==> images/flops_by_reg.png <==
Scale: 4 px per um. Other sequential cells in the stronger grey, the rest of the logic in the fainter grey.
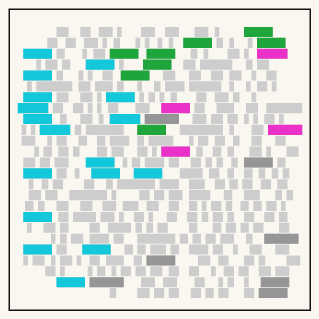
==> images/clocks.png <==
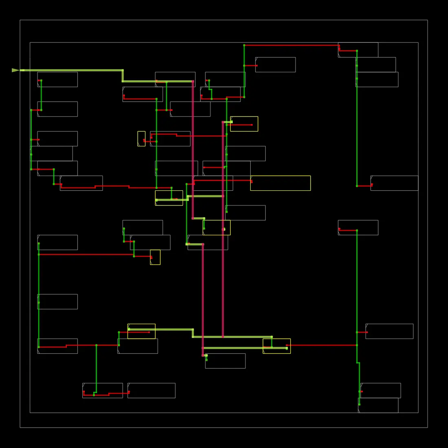
==> images/logic_types.png <==
Scale: 6 px per um.
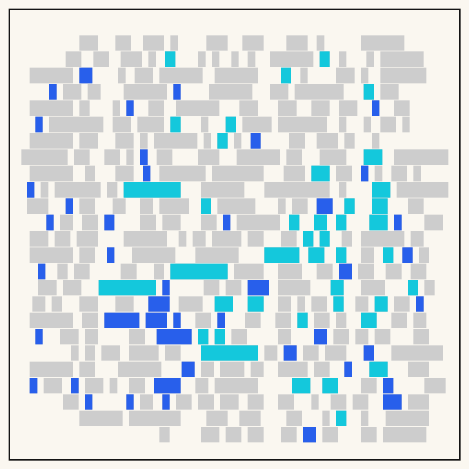
==> images/cell_density.png <==
Scale: 4 px per um. The die is cut into 7 by 7 equal tiles; dark purple is low, yellow is high, 0 to 100% covered.
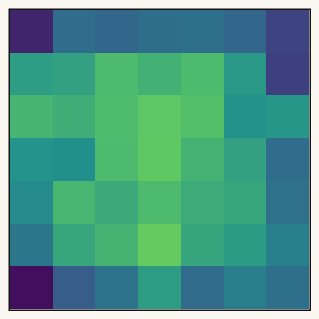
[src/rtl/mouse_pkg.sv]
// ---------------------------------------------------------------------------
// mouse_pkg
// Shared definitions for the PS/2 mouse host logic (transmitter and receiver):
// transmitter state encoding, common mouse command bytes, default cycle
// counts at a 50 MHz system clock and the PS/2 parity helper.
// ---------------------------------------------------------------------------
package mouse_pkg;

  typedef enum logic [2:0] {
    ST_IDLE         = 3'd0,
    ST_CLK_LOW      = 3'd1,
    ST_START        = 3'd2,
    ST_DATA         = 3'd3,
    ST_STOP         = 3'd4,
    ST_ACK_WAIT     = 3'd5,
    ST_RELEASE_WAIT = 3'd6
  } mouse_state_e;

  localparam logic [7:0] CMD_RESET  = 8'hFF;
  localparam logic [7:0] CMD_ENABLE = 8'hF4;

  // 120 us clock hold and 2 ms event timeout at 50 MHz.
  localparam int DEF_CLK_HOLD_CYCLES = 6000;
  localparam int DEF_TIMEOUT_CYCLES  = 100000;

  // PS/2 frames carry odd parity: the parity bit makes the count of ones odd.
  function automatic logic odd_parity(input logic [7:0] data);
    return ~^data;
  endfunction

endpackage

[src/rtl/ps2_edge_detect.sv]
// ---------------------------------------------------------------------------
// ps2_edge_detect
// Registers the (already synchronised) PS/2 clock once and flags its falling
// edge. Shared by the mouse transmitter and receiver.
//   CLK        in  system clock
//   RESET      in  synchronous, active-high reset
//   i_ps2_clk  in  sampled PS/2 clock line
//   o_fall     out one-cycle strobe: line was high last cycle, low now
// ---------------------------------------------------------------------------
module ps2_edge_detect (
  input  logic CLK,
  input  logic RESET,
  input  logic i_ps2_clk,
  output logic o_fall
);

  logic r_clk_dly;

  // Reset to the idle (released, pulled-up) line level.
  // NOTE: sequential state uses non-blocking assignments so every register
  // samples the pre-edge values, independent of statement order.
  always_ff @(posedge CLK) begin
    if (RESET) r_clk_dly <= 1'b1;
    else       r_clk_dly <= i_ps2_clk;
  end

  assign o_fall = r_clk_dly & ~i_ps2_clk;

endmodule

[src/rtl/mouse_transmitter.sv]
// ---------------------------------------------------------------------------
// mouse_transmitter
// Host-to-device PS/2 transmitter: sends one command byte to the mouse by
// holding the mouse clock low (request to send), presenting a start bit and
// then shifting data LSB first, odd parity and stop on the mouse's falling
// clock edges, and finally checking the mouse ACK. Only line-drive enables
// are produced; the tristate buffers live in the wrapper.
//   CLK, RESET         system clock, synchronous active-high reset
//   CLK_MOUSE_IN       sampled mouse clock line
//   DATA_MOUSE_IN      sampled mouse data line
//   CLK_MOUSE_OUT_EN   1 = pull mouse clock low
//   DATA_MOUSE_OUT     value on data while DATA_MOUSE_OUT_EN = 1
//   DATA_MOUSE_OUT_EN  1 = drive data line
//   SEND_BYTE          one-cycle request, accepted only when idle
//   BYTE_TO_SEND       command byte, latched on accept
//   BYTE_SENT          one-cycle pulse: ACK seen and lines released
//   BYTE_ERROR         one-cycle pulse: missing ACK or timeout
//   BUSY               high whenever not idle
// ---------------------------------------------------------------------------
module mouse_transmitter
  import mouse_pkg::*;
#(
  parameter int CLK_HOLD_CYCLES = DEF_CLK_HOLD_CYCLES,
  parameter int TIMEOUT_CYCLES  = DEF_TIMEOUT_CYCLES
) (
  input  logic       CLK,
  input  logic       RESET,
  input  logic       CLK_MOUSE_IN,
  input  logic       DATA_MOUSE_IN,
  output logic       CLK_MOUSE_OUT_EN,
  output logic       DATA_MOUSE_OUT,
  output logic       DATA_MOUSE_OUT_EN,
  input  logic       SEND_BYTE,
  input  logic [7:0] BYTE_TO_SEND,
  output logic       BYTE_SENT,
  output logic       BYTE_ERROR,
  output logic       BUSY
);

  // One counter serves both the clock hold and the event timeout; they never
  // run in the same state.
  localparam int MAX_CYCLES = (CLK_HOLD_CYCLES > TIMEOUT_CYCLES) ? CLK_HOLD_CYCLES
                                                                 : TIMEOUT_CYCLES;
  localparam int TW = $clog2(MAX_CYCLES + 1);

  mouse_state_e r_state;
  mouse_state_e w_state_next;
  logic [TW-1:0] r_timer;
  logic [3:0]    r_bit_cnt;
  logic [7:0]    r_byte;
  logic          r_data_out;
  logic          r_byte_sent;
  logic          r_byte_error;

  logic w_fall;
  logic w_hold_done;
  logic w_timeout;
  logic w_done;
  logic w_error;
  logic w_clk_out_en;
  logic w_data_out_en;
  logic w_busy;

  ps2_edge_detect u_edge (
    .CLK       (CLK),
    .RESET     (RESET),
    .i_ps2_clk (CLK_MOUSE_IN),
    .o_fall    (w_fall)
  );

  assign w_hold_done = (r_timer == TW'(CLK_HOLD_CYCLES - 1));
  assign w_timeout   = (r_timer == TW'(TIMEOUT_CYCLES - 1));

  // NOTE: every signal written here gets a default first, so no path through
  // the case leaves one unassigned and no latch is inferred.
  always_comb begin
    w_state_next  = r_state;
    w_done        = 1'b0;
    w_error       = 1'b0;
    w_clk_out_en  = 1'b0;
    w_data_out_en = 1'b0;
    w_busy        = 1'b1;

    case (r_state)
      ST_IDLE: begin
        w_busy = 1'b0;
        if (SEND_BYTE) w_state_next = ST_CLK_LOW;
      end

      ST_CLK_LOW: begin
        w_clk_out_en = 1'b1;
        if (w_hold_done) w_state_next = ST_START;
      end

      ST_START: begin
        w_data_out_en = 1'b1;
        if (w_fall) begin
          w_state_next = ST_DATA;
        end else if (w_timeout) begin
          w_error      = 1'b1;
          w_state_next = ST_IDLE;
        end
      end

      ST_DATA: begin
        w_data_out_en = 1'b1;
        if (w_fall) begin
          if (r_bit_cnt == 4'd8) w_state_next = ST_STOP;
        end else if (w_timeout) begin
          w_error      = 1'b1;
          w_state_next = ST_IDLE;
        end
      end

      ST_STOP: begin
        w_data_out_en = 1'b1;
        if (w_fall) begin
          w_state_next = ST_ACK_WAIT;
        end else if (w_timeout) begin
          w_error      = 1'b1;
          w_state_next = ST_IDLE;
        end
      end

      ST_ACK_WAIT: begin
        if (w_fall) begin
          if (DATA_MOUSE_IN) begin
            w_error      = 1'b1;
            w_state_next = ST_IDLE;
          end else begin
            w_state_next = ST_RELEASE_WAIT;
          end
        end else if (w_timeout) begin
          w_error      = 1'b1;
          w_state_next = ST_IDLE;
        end
      end

      ST_RELEASE_WAIT: begin
        if (CLK_MOUSE_IN && DATA_MOUSE_IN) begin
          w_done       = 1'b1;
          w_state_next = ST_IDLE;
        end else if (w_timeout) begin
          w_error      = 1'b1;
          w_state_next = ST_IDLE;
        end
      end

      default: begin
        w_busy       = 1'b0;
        w_state_next = ST_IDLE;
      end
    endcase
  end

  always_ff @(posedge CLK) begin
    if (RESET) begin
      r_state      <= ST_IDLE;
      r_timer      <= '0;
      r_bit_cnt    <= '0;
      r_byte       <= '0;
      r_data_out   <= 1'b0;
      r_byte_sent  <= 1'b0;
      r_byte_error <= 1'b0;
    end else begin
      r_state      <= w_state_next;
      r_byte_sent  <= w_done;
      r_byte_error <= w_error;

      // Our own clock pull-down shows up as a falling edge during the hold,
      // so edges only restart the timer once the clock has been released.
      if (r_state == ST_IDLE || w_state_next != r_state ||
          (w_fall && r_state != ST_CLK_LOW))
        r_timer <= '0;
      else
        r_timer <= r_timer + 1'b1;

      case (r_state)
        ST_IDLE: begin
          if (SEND_BYTE) begin
            r_byte     <= BYTE_TO_SEND;
            r_bit_cnt  <= '0;
            r_data_out <= 1'b0;
          end
        end
        ST_START: begin
          if (w_fall) begin
            r_data_out <= r_byte[0];
            r_bit_cnt  <= 4'd1;
          end
        end
        ST_DATA: begin
          if (w_fall) begin
            if (r_bit_cnt < 4'd8) begin
              r_data_out <= r_byte[r_bit_cnt[2:0]];
              r_bit_cnt  <= r_bit_cnt + 4'd1;
            end else begin
              r_data_out <= odd_parity(r_byte);
            end
          end
        end
        default: ;
      endcase
    end
  end

  // The start bit is the cleared r_data_out; gating with the enable keeps the
  // data output at 0 whenever the line is released.
  assign CLK_MOUSE_OUT_EN  = w_clk_out_en;
  assign DATA_MOUSE_OUT_EN = w_data_out_en;
  assign DATA_MOUSE_OUT    = w_data_out_en & r_data_out;
  assign BYTE_SENT         = r_byte_sent;
  assign BYTE_ERROR        = r_byte_error;
  assign BUSY              = w_busy;

endmodule

[config.mk]
export PLATFORM = sky130hd
export DESIGN_NAME = mouse_transmitter
export DESIGN_NICKNAME = d
export VERILOG_FILES = /design/src/rtl/mouse_pkg.sv /design/src/rtl/ps2_edge_detect.sv /design/src/rtl/mouse_transmitter.sv
export SDC_FILE = /design/constraint.sdc
export NUM_CORES = 1
export LEC_CHECK = 0
export CELL_PAD_IN_SITES_DETAIL_PLACEMENT = 1
export CELL_PAD_IN_SITES_GLOBAL_PLACEMENT = 1
export CORE_MARGIN = 1.5
export CORE_UTILIZATION = 38
export DETAILED_ROUTE_END_ITERATION = 10
export HOLD_SLACK_MARGIN = 0.12
export PLACE_DENSITY_LB_ADDON = 0.1
export SYNTH_ARGS = -nofsm -noshare
export SYNTH_HDL_FRONTEND = slang
export SYNTH_SLANG_ARGS = --single-unit
[constraint.sdc]
create_clock -name CLK -period 1.9 [get_ports CLK]
set_clock_uncertainty 0.15 [all_clocks]
set_input_delay 0.38 -clock CLK [delete_from_list [all_inputs] [get_ports CLK]]
set_output_delay 0.38 -clock CLK [all_outputs]
set_load 0.01 [all_outputs]
==> run summary <==
Post-route ant nets -> 0
CP max-delay cell -> sky130_fd_sc_hd__a211o_4
Number of ordinary inverters in the final layout -> 6
Setup slack of the critical path after layout -> -0.183 ns
Register bit total from synthesis -> 36
Gpl congestion -> 0.814
Top Metal Used -> met4
Synthesized area divided by synthesized cell count -> 8.35 um^2
Floorplan core area -> 0.00485 mm^2
Initial antenna violation count -> 0
Placement-stage worst setup slack -> -0.711 ns
Largest buffer count on any clock path -> 2
Library cell with the highest instance count after synthesis -> sky130_fd_sc_hd__dfxtp_1
Number of levels the H-tree was split into -> 2
Int Pwr -> 1280 uW
Synth mux share -> 2.30%
Clk sinks -> 36
Pwr Total -> 1740 uW
Die x size -> 74.9 um
Prevailing post-synth register cell -> sky130_fd_sc_hd__dfxtp_1
Most area-hungry cell type in the Yosys netlist -> sky130_fd_sc_hd__dfxtp_1
Net Sw Frac -> 26.2%
Peak supply drop -> 0.000435 V
Leading cell types in the layout, fill and taps excluded -> 59 x sky130_fd_sc_hd__buf_4, 28 x sky130_fd_sc_hd__dfxtp_1, 27 x sky130_fd_sc_hd__nand2_1
Clock-pin slew on the worst setup and hold paths -> 0.08 ns
Power spent charging and discharging nets -> 456 uW
Total detailed-routing wirelength -> 6.77 mm
Count of boundary I/O pins -> 19
Quantity of hold-fixing buffers added after cts -> 0
Clock-cell share of area -> 3.70%
Cell count after synthesis -> 235
Number of synthesis warnings -> 0
Synthesized area -> 0.00196 mm^2
Chip footprint -> 0.00560 mm^2
Arr. time, crit path -> 2.11 ns
Count of sequential standard cells -> 36
Number of distinct library cells after synthesis -> 48
Dpl cells -> 362
Pin count of the biggest net entering global routing -> 17
Maximum frequency from static timing analysis -> 0.480 GHz
Area-dominant cell class after layout -> combinational gates
Post-synthesis xor/xnor area fraction -> 9.82%
Violated checks -> negative setup slack
Top cells, area -> sky130_fd_sc_hd__dfxtp_1 37%, sky130_fd_sc_hd__xnor2_1 5.8%, sky130_fd_sc_hd__nand2_1 5.4%, sky130_fd_sc_hd__nor2_1 5.4%, sky130_fd_sc_hd__a21oi_1 4.6%
CTS tree -> yes
Final cycle utilization of the critical path -> 110%
Mean routed wirelength per cell -> 17.8 um
Share of total power in sequential cells -> 45.4%
Via count -> 2,060
Via/cell ratio -> 5.42
Layout net count -> 328
Register share after synthesis -> 36.7%
Number of post-CTS setup repair buffers -> 9
Total routing resource utilization after global routing -> 26.8%
First-pass GRT wire length -> 11.0 mm
Fraction of post-synthesis cell area in the top cell type by area -> 36.7%
Global Route met1 Usage -> 31.3%
Largest non-sequential cell family by area -> simple AND/OR/NAND/NOR gates
Basic-gate share of the synthesized area counting and, or, nand and nor cells -> 29.9%
Routed wl met3 -> 199 um
Tap cell count -> 67
Post-DP Area -> 0.00259 mm^2
Max-slew violation count -> 0
Pwr Density -> 597 mW/mm^2
Layout buffer count excluding clock buffers -> 78
Outcome -> complete, but fails checks
Type of the tightest min-delay check -> input pin to flop
Non-clock buffer share of cell area -> 21.2%
Overall overflow remaining after global route -> 0
Proportion of layout cells with a drive suffix above 1 -> 34.8%
Vias in the first global route -> 2,231
Final critical delay including setup and external delays -> 2.08 ns
Iteration count of the initial detailed-routing pass -> 4
Total DRC errors in the routed layout -> 0
Number of filler instances in the final layout -> 585
Reg2Reg Depth -> 6
Final Hold Viols -> 0
Setup Viol. Count Final -> 18
Post-route design area -> 0.00291 mm^2
Share of flip-flops with an asynchronous set or reset -> 0%
Most frequent cells after synthesis -> 36 x sky130_fd_sc_hd__dfxtp_1, 28 x sky130_fd_sc_hd__nand2_1, 28 x sky130_fd_sc_hd__nor2_1
Family with the most delay on the worst path -> AND-OR/OR-AND gates
Comb gate area -> 0.00134 mm^2
Final-layout setup total negative slack -> -2.43 ns
Number of port buffers -> 18
Area added between synthesis and finish -> 48.4%
RSZ-0062 raised after global routing -> true
Levels on crit path -> 6
HPWL after detailed placement -> 4.30 mm
Number of enable-type register cells in the synthesized netlist -> 0
Met3 Usage GRT -> 6.16%
Number of DRC markers in iteration 0 -> 79
Slowest Stage Delay on Critical Path -> 0.43 ns
Skew-Pair Late Insertion Delay -> 0.30 ns
Hold Path Stages -> 2
Area fraction in compound gates -> 15.8%
Maximum Capacitance Violations -> 0
Actual slew at the worst max-slew pin -> 0.414 ns
WP buf/inv -> 0
Met2 Use GR -> 45.9%
Crit. End Element -> flop
CTS Buf Count -> 5
Relative slew slack -> 72.0%
Diodes inserted -> 0
Post-synthesis share of cell area spent on full adders, half adders and majority gates -> 1.91%
Critical path cell sequence -> ha_4 -> and4b_1 -> nand4_1 -> a211o_4 -> o221ai_4 -> nor2_1
# resized after CTS -> 36
Storage cell area -> 741 um^2
Combinational share of power -> 14.6%
Number of cell instances after yosys synthesis -> 235
Synthesized net count -> 251
CP required -> 1.92 ns
Highest fanout seen on the critical path -> 8
Multi-input combinational gate total -> 185
Die height -> 74.9 um
Sum of met2 wire segment lengths after detailed routing -> 3.51 mm
Global-route layer with the greatest usage -> met2
Floorplan core density -> 40.5%
Clock network fraction of total power -> 40.0%
Number of warnings in the stage logs -> 30
Synthesized chip area reported by yosys -> 0.00196 mm^2
Clock root buffer -> sky130_fd_sc_hd__clkbuf_8
Metal-1 WL -> 2.85 mm
FP Rows -> 25
Worst hold margin -> 0.244 ns
Type of the worst setup path -> flop to flop
Critical path startpoint category -> flop
P_leak -> 0.00112 uW
-- flops_by_reg.png (at the start) --
Key: magenta = r_bit_cnt [sequential cells 4]; green = r_byte [sequential cells 8, where top centre]; cyan = r_timer [sequential cells 17]
Another 7 sequential cells are not coloured.
fraction of area in registers: 25.4%
fin util: 60.1%

-- clocks.png (at the start) --
power attributed to the clock group: 695 uW
number of clock buffers in the layout: 6

-- logic_types.png (at the start) --
Key: blue = NOR gates [cells 45, where all over the die]; cyan = inverting AOI/OAI gates [cells 41]
non-filler cells, final: 380
fraction of standard cell area in multi-input logic: 46.0%
Commonest Layout Cell: sky130_fd_sc_hd__buf_4

-- cell_density.png (at the start) --
2.0% of the tiles are over 75% full. The mean over all tiles is 51%. The fullest tile reaches 76%.

==> final timing paths <==
kind | start | end | slack, ns
min | CLK_MOUSE_IN | u_edge.r_clk_dly | 0.24
max reg2reg | r_timer[1] | r_timer[8] | -0.18
max | r_timer[1] | r_timer[8] | -0.18
min reg2reg | r_byte[7] | r_byte[7] | 0.34
==> state kept, by name (all words and copies together), names as in the netlist <==
signal	count
r_timer	17
r_byte	8
r_bit_cnt	4
r_state	3
BYTE_ERROR	1
BYTE_SENT	1
r_data_out	1
u_edge.r_clk_dly	1
==> power by group through the flow <==
stage	Combinational, uW	Clock [uW]	Sequential [uW]
finish	255	695	789
global route	275	742	791
CTS	244	697	788
detailed placement	217	0	808
global placement	210	0	807
floorplan	117	0	804
Power figures rest on the tool's default switching activity, not on a simulated workload.
